[config.mk]
export PLATFORM = sky130hd
export DESIGN_NAME = pipeline_hazard_ctrl
export DESIGN_NICKNAME = d
export VERILOG_FILES = /design/src/rtl/cpu_types_pkg.sv /design/src/rtl/sat_counter.sv /design/src/rtl/pipeline_hazard_ctrl.sv
export SDC_FILE = /design/constraint.sdc
export NUM_CORES = 1
export LEC_CHECK = 0
export CAP_MARGIN = 0
export CORE_UTILIZATION = 50
export DETAILED_ROUTE_END_ITERATION = 6
export PLACE_DENSITY = 0.87
export SLEW_MARGIN = 5
export SYNTH_ARGS = -nofsm -noshare
export SYNTH_HDL_FRONTEND = slang
export SYNTH_SLANG_ARGS = --single-unit
export TNS_END_PERCENT = 1
[constraint.sdc]
create_clock -name CLK -period 4.15 [get_ports CLK]
set_input_delay 0.83 -clock CLK [delete_from_list [all_inputs] [get_ports CLK]]
set_output_delay 0.83 -clock CLK [all_outputs]
set_load 0.05 [all_outputs]
[src/rtl/cpu_types_pkg.sv]
// rtl/cpu_types_pkg.sv - shared CPU types: hazard controller states and register width
package cpu_types_pkg;

    localparam int HZ_REG_W = 5;

    typedef enum logic [1:0] {
        RUN    = 2'd0,
        DWAIT  = 2'd1,
        HALTED = 2'd2
    } hz_state_t;

endpackage

[src/rtl/sat_counter.sv]
// rtl/sat_counter.sv - saturating up-counter with synchronous active-high clear
module sat_counter #(
    parameter int W = 32
) (
    input  logic         CLK,
    input  logic         RST,
    input  logic         inc,
    output logic [W-1:0] count
);

    // Count up on inc, sticking at all-ones instead of wrapping
    always_ff @(posedge CLK) begin
        if (RST) begin
            count <= '0;
        end else if (inc && (count != {W{1'b1}})) begin
            count <= count + 1'b1;
        end
    end

endmodule

[src/rtl/pipeline_hazard_ctrl.sv]
// rtl/pipeline_hazard_ctrl.sv - PC enable and inter-stage latch control for the 5-stage pipeline
module pipeline_hazard_ctrl
    import cpu_types_pkg::*;
#(
    parameter int CNT_W = 32,
    parameter int REG_W = HZ_REG_W
) (
    input  logic             CLK,
    input  logic             RST,
    input  logic             ihit,
    input  logic             dhit,
    input  logic             mem_dREN,
    input  logic             mem_dWEN,
    input  logic             ex_dREN,
    input  logic [REG_W-1:0] ex_rt,
    input  logic [REG_W-1:0] id_rs,
    input  logic [REG_W-1:0] id_rt,
    input  logic             id_uses_rt,
    input  logic             branch_taken,
    input  logic             halt_mem,
    output logic             pc_en,
    output logic             if_id_stall,
    output logic             if_id_flush,
    output logic             id_ex_stall,
    output logic             id_ex_flush,
    output logic             id_ex_bubble,
    output logic             ex_mem_stall,
    output logic             ex_mem_flush,
    output logic             mem_wb_flush,
    output logic             halt,
    output logic [CNT_W-1:0] stall_cycles,
    output logic [CNT_W-1:0] flush_count
);

    hz_state_t state;
    hz_state_t state_next;
    logic      dwait;
    logic      load_use;
    logic      halted_eff;
    logic      stall_inc;
    logic      flush_inc;

    assign dwait    = (mem_dREN | mem_dWEN) & ~dhit;
    assign load_use = ex_dREN && (ex_rt != '0) &&
                      ((ex_rt == id_rs) || (id_uses_rt && (ex_rt == id_rt)));

    // While reset is held the controller behaves as if in RUN, even from HALTED
    assign halted_eff = (state == HALTED) && !RST;
    assign halt       = halted_eff;

    // Priority decode of the current cycle's hazard; RUN and DWAIT share it
    always_comb begin
        pc_en        = 1'b0;
        if_id_stall  = 1'b0;
        if_id_flush  = 1'b0;
        id_ex_stall  = 1'b0;
        id_ex_flush  = 1'b0;
        id_ex_bubble = 1'b0;
        ex_mem_stall = 1'b0;
        ex_mem_flush = 1'b0;
        mem_wb_flush = 1'b0;
        flush_inc    = 1'b0;
        state_next   = state;
        if (halted_eff) begin
            if_id_stall  = 1'b1;
            id_ex_stall  = 1'b1;
            ex_mem_stall = 1'b1;
        end else if (halt_mem) begin
            // Younger stages are squashed; MEM/WB still loads the halt itself
            if_id_flush  = 1'b1;
            id_ex_flush  = 1'b1;
            ex_mem_flush = 1'b1;
            state_next   = HALTED;
        end else if (dwait) begin
            if_id_stall  = 1'b1;
            id_ex_stall  = 1'b1;
            ex_mem_stall = 1'b1;
            mem_wb_flush = 1'b1;
            state_next   = DWAIT;
        end else if (branch_taken) begin
            // Redirect regardless of ihit: the target fetch is what matters
            pc_en       = 1'b1;
            if_id_flush = 1'b1;
            id_ex_flush = 1'b1;
            flush_inc   = 1'b1;
            state_next  = RUN;
        end else if (load_use) begin
            if_id_stall  = 1'b1;
            id_ex_bubble = 1'b1;
            state_next   = RUN;
        end else if (!ihit) begin
            if_id_flush = 1'b1;
            state_next  = RUN;
        end else begin
            pc_en      = 1'b1;
            state_next = RUN;
        end
    end

    assign stall_inc = !halted_eff && !pc_en;

    // State register; reset returns to RUN from anywhere
    always_ff @(posedge CLK) begin
        if (RST) begin
            state <= RUN;
        end else begin
            state <= state_next;
        end
    end

    sat_counter #(.W(CNT_W)) u_stall_cnt (
        .CLK   (CLK),
        .RST   (RST),
        .inc   (stall_inc),
        .count (stall_cycles)
    );

    sat_counter #(.W(CNT_W)) u_flush_cnt (
        .CLK   (CLK),
        .RST   (RST),
        .inc   (flush_inc),
        .count (flush_count)
    );

endmodule
==> run_1/util_map.png <==
Bar = 20 µm. The die is cut into 9 by 9 equal tiles; dark purple is low, yellow is high, 0 to 100% covered.
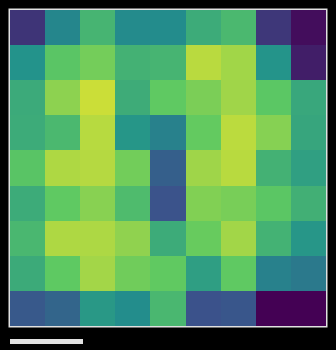
The emptiest ninth of the die: lower right. 2.5% of the tiles are nearly empty. The fullest tile reaches 92%. The mean over all tiles is 62%.

==> run_1/route_heat.png <==
The die is cut into 17 by 17 equal tiles; dark purple is low, yellow is high, scaled to the fullest tile. Values are wire area over tile area, all layers added.
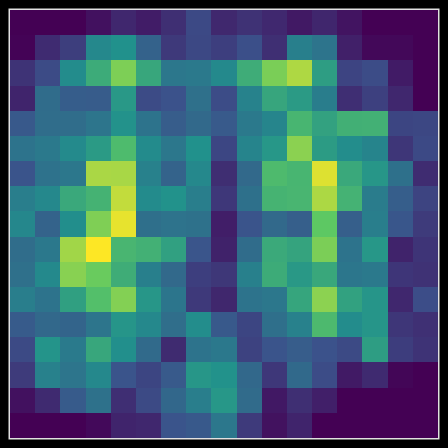
24% of the tiles are over half the peak. 8.3% of the tiles are nearly empty. The densest ninth of the die: middle left. The fullest tile reaches 0.58. The mean over all tiles is 0.20.

==> run_1/ff_map.png <==
Bar = 20 µm. Other sequential cells in the stronger grey, the rest of the logic in the fainter grey.
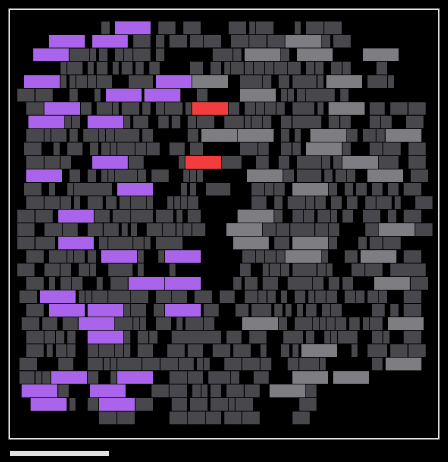
Key: state = red [sequential cells 2]; u_flush_cnt.count = purple [sequential cells 32]

==> run_1/layers.png <==
Two of the layers only.
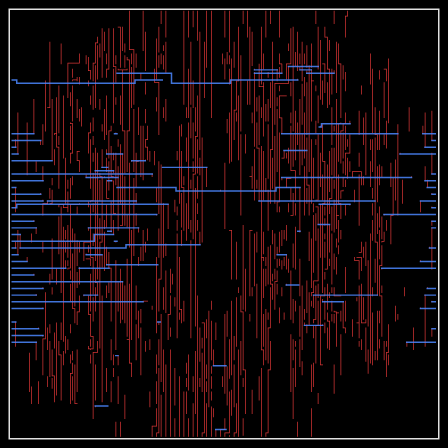
Key: M3 = blue [wire length 700 µm]; M2 = red [wire length 4710 µm]

==> reports/summary.txt, run 1 <==
start point of the critical path: ex_rt[4]
met1 wire length: 3740 µm
share of power burned in registers: 0.492
Syn Area/Cell: 8.32 µm²
Data arrival, critical path: 3.05 ns
share of the final layout cell area in multi-input gates: 0.444
Core Util at FP: 0.521
post-DR wirelength/cell: 15.0 µm
critical path class: in2out
die outline width: 86.6 µm
H-Tree Level Count: 3
Multi-input comb cells: 335
length of the first detailed-routing pass in iterations: 4
power density cells: 275 mW/mm²
hold-critical path endpoint: u_flush_cnt.count[31]
# Max-Cap Violations: 0
global routing met3 resource utilization: 0.0810
top power group: registers
number of clock buffers inserted by TritonCTS: 9
Clock Power Share: 0.387
share of post-route cells with drive strength above 1: 0.0952
Layout Utilization: 0.695
most frequent logic cell in the layout: sky130_fd_sc_hd__clkdlybuf4s50_1
Relative slew margins: 0.457
r2r startpoint: u_stall_cnt.count[0]
power attributed to sequential cells: 0.000645 W
Routed Wire Length: 9310 µm
routed vias: 3578
Chip Area, Yosys: 0.00358 mm²
cell taking the most area after synthesis: sky130_fd_sc_hd__dfxtp_1
placed wire-length estimate: 6410 µm
largest family of logic cells by area: simple AND/OR/NAND/NOR gates
non-clock inverter instance count of the final layout: 6
EDFF count, synth: 0
outcome: finished, final reports clean
critical path depth: 8
maximum operating frequency: 258 MHz
cell-by-cell trace of the critical path: clkdlybuf4s50_1 > xnor2_1 > nand3_1 > o22ai_2 > nand4_1 > a31oi_1 > nor2_1 > clkdlybuf4s50_1
Chip Height: 86.6 µm
final estimated routing congestion in global placement: 0.828
Comb power frac: 0.121
vias in the first global route: 3313
Final Max Slew Viols: 0
Worst Setup Slack, final: 0.274 ns
most numerous cell in the Yosys netlist: sky130_fd_sc_hd__dfxtp_1
setup repair after global routing missed its margin: false
sequential cell area: 0.00132 mm²
initial detailed-routing violation count: 141
buffer levels on the longest clock path: 2
hold bufs inserted after CTS: 0
Int Power: 0.000964 W
total placed cells including tap cells: 605
total global-route track usage: 0.262
Non-Clock Buffer Count: 102
fin nets: 547
critical-path cell with the highest stage delay: sky130_fd_sc_hd__clkdlybuf4s50_1
total number of yosys warnings: 0
buffers inserted during post-CTS setup optimization: 0
area-dominant cell class after layout: multi-input combinational cells
family with the most delay on the worst path: buffers and inverters
area share of and/or/nand/nor cells after synthesis: 0.354
Max Used Layer: met4
combinational gate area: 0.00212 mm²
number of resized instances in the post-cts repair step: 0
registers with the most flip-flops: u_flush_cnt.count: 32 flops, u_stall_cnt.count: 32 flops, state: 2 flops
reg2reg setup slack: 1.50 ns
most frequent CP cell: sky130_fd_sc_hd__clkdlybuf4s50_1
leakage dissipation: 1.62 nW
post-route standard cell area excluding fillers: 0.00477 mm²
delay of the slowest cell on the worst path: 0.71 ns
crit start category: input pin
async set-or-reset flop fraction in the synthesized netlist: 0
Sw Share: 0.264
net switching power: 0.000346 W
area of the die: 0.00749 mm²
Antenna Cells: 0
netlist area before placement: 0.00358 mm²
dominant register cell in the synthesized netlist: sky130_fd_sc_hd__dfxtp_1
metal2 WL: 4710 µm
sequential share of the synthesized area: 0.369
clock transition at the registers of the reported paths: 0.06 ns
crit share post-route: 0.934
Worst R2R Path Depth: 7
r2r endpoint: u_stall_cnt.count[27]
non-clock buffer share of cell area: 0.211
routed via count divided by cell count: 5.76
Top cell area share: 0.369
origin of the worst min-delay path: u_flush_cnt.count[31]
final setup violation count: 0
wire length of the first global-routing pass: 15400 µm
P_comb: 0.000158 W
total cell area at the placement stage: 0.00459 mm²
setup TNS after final layout: 0 ns
antenna violations before repair: 0
Largest cells by area: sky130_fd_sc_hd__dfxtp_1, sky130_fd_sc_hd__nor2_1, sky130_fd_sc_hd__xor2_1
count of clock tree sinks: 66
filler cell count: 578
FF+latch count, synth: 66
Flop Count: 66
Mapped Nets: 457
worst clock skew: 0.00751 ns
final critical-path required period: 3.88 ns
clock network contribution to total cell area: 0.0383
DRC Markers: 0
==> run 1 -> run 2 <==
--- a/config.mk
+++ b/config.mk
@@ -5,10 +5,11 @@
 export SDC_FILE = /design/constraint.sdc
 export NUM_CORES = 1
 export LEC_CHECK = 0
+export ABC_AREA = 1
 export CAP_MARGIN = 0
 export CORE_UTILIZATION = 50
 export DETAILED_ROUTE_END_ITERATION = 6
-export PLACE_DENSITY = 0.87
+export PLACE_DENSITY = 0.83
 export SLEW_MARGIN = 5
 export SYNTH_ARGS = -nofsm -noshare
 export SYNTH_HDL_FRONTEND = slang
==> constraint.sdc (replaced) <==
create_clock -name CLK -period 4.15 [get_ports CLK]
set_input_delay 0.6225 -clock CLK [delete_from_list [all_inputs] [get_ports CLK]]
set_output_delay 0.6225 -clock CLK [all_outputs]
set_load 0.05 [all_outputs]
==> reports/summary.txt, run 2 <==
leakage dissipation: 2.14 nW (+33%)
Comb power frac: 0.117 (-0.004)
total placed cells including tap cells: 949 (+57%)
Relative slew margins: 0.581 (+0.124)
routed vias: 5221 (+46%)
sequential share of the synthesized area: 0.282 (-0.0876)
met1 wire length: 5760 µm (+54%)
filler cell count: 824 (+43%)
buffers inserted during post-CTS setup optimization: 0 (unchanged)
non-clock buffer share of cell area: 0.168 (-0.0427)
origin of the worst min-delay path: u_flush_cnt.count[3]
delay of the slowest cell on the worst path: 0.83 ns (+0.12 ns)
final critical-path required period: 3.29 ns (-0.584 ns)
net switching power: 0.000408 W (+18%)
setup TNS after final layout: 0 ns (unchanged)
power density cells: 256 mW/mm² (-6.7%)
area share of and/or/nand/nor cells after synthesis: 0.472 (+0.118)
Final Max Slew Viols: 0 (unchanged)
Synth Area in XOR/XNOR: 0.0635
largest family of logic cells by area: simple AND/OR/NAND/NOR gates
hold-critical path endpoint: u_flush_cnt.count[3]
initial detailed-routing violation count: 195 (+38%)
Core Util at FP: 0.527 (+0.00658)
Syn Area/Cell: 6.12 µm² (-26%)
registers with the most flip-flops: u_flush_cnt.count: 32 flops, u_stall_cnt.count: 32 flops, state: 2 flops
Top cell area share: 0.282 (-0.0876)
FF+latch count, synth: 66 (unchanged)
cell taking the most area after synthesis: sky130_fd_sc_hd__dfxtp_1
total global-route track usage: 0.286 (+0.0244)
P_comb: 0.000176 W (+10%)
metal2 WL: 6700 µm (+42%)
most frequent CP cell: sky130_fd_sc_hd__nand2_1
r2r endpoint: u_stall_cnt.count[2]
area-dominant cell class after layout: multi-input combinational cells
placed wire-length estimate: 10200 µm (+59%)
hold bufs inserted after CTS: 0 (unchanged)
length of the first detailed-routing pass in iterations: 4 (unchanged)
clock transition at the registers of the reported paths: 0.09 ns (+0.03 ns)
wire length of the first global-routing pass: 22600 µm (+47%)
die outline width: 98.8 µm (+14%)
power attributed to sequential cells: 0.000643 W (about the same)
Int Power: 0.00110 W (+14%)
setup repair after global routing missed its margin: false
share of the final layout cell area in multi-input gates: 0.491 (+0.0472)
Worst Setup Slack, final: 0.859 ns (+0.584 ns)
final setup violation count: 0 (unchanged)
total cell area at the placement stage: 0.00565 mm² (+23%)
netlist area before placement: 0.00469 mm² (+31%)
Worst R2R Path Depth: 9 (+2)
dominant register cell in the synthesized netlist: sky130_fd_sc_hd__dfxtp_1
critical-path cell with the highest stage delay: sky130_fd_sc_hd__clkdlybuf4s50_1
layout-stage area growth over the synthesis result: 25.8%
cell-by-cell trace of the critical path: clkdlybuf4s50_1 > inv_2 > nand2_1 > nand2_1 > nor2_1 > nand3_1 > nand2_1 > nand2_1 > nor3_1 > clkdlybuf4s50_1
antenna violations before repair: 0 (unchanged)
share of post-route cells with drive strength above 1: 0.0793 (-0.0159)
Max Used Layer: met4
core region area: 0.00889 mm²
final estimated routing congestion in global placement: 0.946 (+14%)
most numerous cell in the Yosys netlist: sky130_fd_sc_hd__nand2_1
start point of the critical path: ex_rt[0]
routed via count divided by cell count: 5.41 (-6.1%)
r2r startpoint: u_stall_cnt.count[0]
Data arrival, critical path: 2.67 ns (-0.38 ns)
most frequent logic cell in the layout: sky130_fd_sc_hd__nand2_1
Chip Area, Yosys: 0.00469 mm² (+31%)
crit start category: input pin
VDD IR-drop max: 121 µV
Antenna Cells: 0 (unchanged)
worst path buffer plus inverter count: 3
critical path depth: 10 (+2)
worst clock skew: 0.0207 ns (+0.0132 ns)
EDFF count, synth: 0 (unchanged)
post-DR wirelength/cell: 14.0 µm (-6.5%)
critical path class: in2out
Flop Count: 66 (unchanged)
Mapped Nets: 793 (+74%)
worst setup timing slack at the placement stage: 0.866 ns
clock network contribution to total cell area: 0.0422 (+0.00395)
Multi-input comb cells: 595 (+78%)
fin nets: 879 (+61%)
Sw Share: 0.271 (+0.00639)
total number of yosys warnings: 0 (unchanged)
global routing met3 resource utilization: 0.0496 (-0.0313)
reg2reg setup slack: 1.84 ns (+0.34 ns)
post-route standard cell area excluding fillers: 0.00589 mm² (+24%)
CP endpoint: id_ex_bubble
Clock Power Share: 0.457 (+0.070)
Chip Height: 98.8 µm (+14%)
number of resized instances in the post-cts repair step: 0 (unchanged)
vias in the first global route: 4940 (+49%)
AND-OR/OR-AND Cells, Area Fraction: 0.0769
non-clock inverter instance count of the final layout: 80 (+74)
Routed Wire Length: 13500 µm (+45%)
outcome: finished, final reports clean
Non-Clock Buffer Count: 100 (-2.0%)
number of clock buffers inserted by TritonCTS: 9 (unchanged)
maximum operating frequency: 304 MHz (+18%)
# Max-Cap Violations: 0 (unchanged)
top power group: the clock network
DRC Markers: 0 (unchanged)
family with the most delay on the worst path: buffers and inverters
async set-or-reset flop fraction in the synthesized netlist: 0 (unchanged)
share of power burned in registers: 0.426 (-0.066)
pin count of the biggest net entering global routing: 54
Largest cells by area: sky130_fd_sc_hd__dfxtp_1, sky130_fd_sc_hd__nand2_1, sky130_fd_sc_hd__nor2_1
combinational gate area: 0.00290 mm² (+37%)
buffer levels on the longest clock path: 2 (unchanged)
area of the die: 0.00977 mm² (+30%)
Layout Utilization: 0.663 (-0.0316)
mux share of post-synthesis cell area: 0
sequential cell area: 0.00132 mm² (unchanged)
H-Tree Level Count: 3 (unchanged)
most numerous logic cells after layout: sky130_fd_sc_hd__nand2_1, sky130_fd_sc_hd__nor2_1, sky130_fd_sc_hd__clkdlybuf4s50_1
crit share post-route: 0.793 (-0.141)
Seq/total area: 0.224
==> run_2/route_heat.png <==
The die is cut into 20 by 20 equal tiles; dark purple is low, yellow is high, scaled to the fullest tile. Values are wire area over tile area, all layers added.
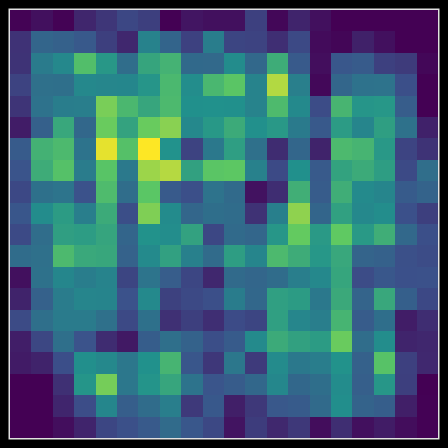
24% of the tiles are over half the peak. The fullest tile reaches 0.63. The mean over all tiles is 0.22.

==> run_2/clock_nets.png <==
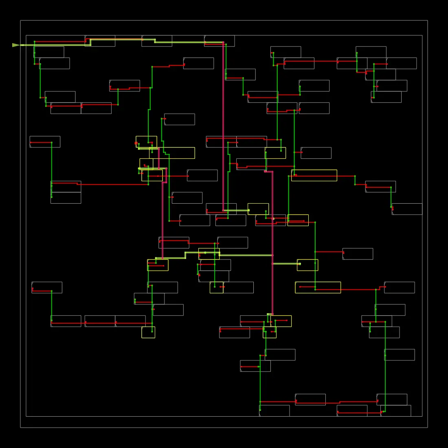
insertion delay to the later sink of the worst-skew pair: 0.35 ns
Layout clock buffers: 9
count of clock tree sinks: 66

==> run_2/ff_map.png <==
Bar = 20 µm. Other sequential cells in the stronger grey, the rest of the logic in the fainter grey.
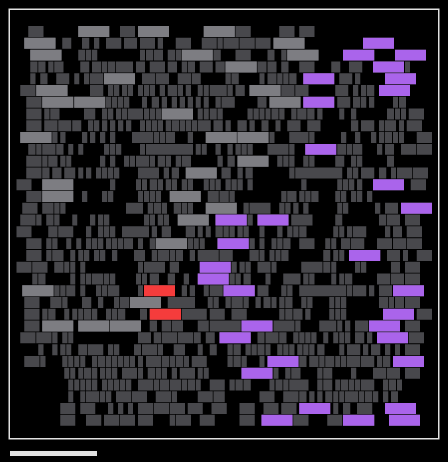
Key: state = red [sequential cells 2]; u_flush_cnt.count = purple [sequential cells 32]
Another 32 sequential cells are not coloured.

No activity file was given, so power comes from the tool's default toggle rates.
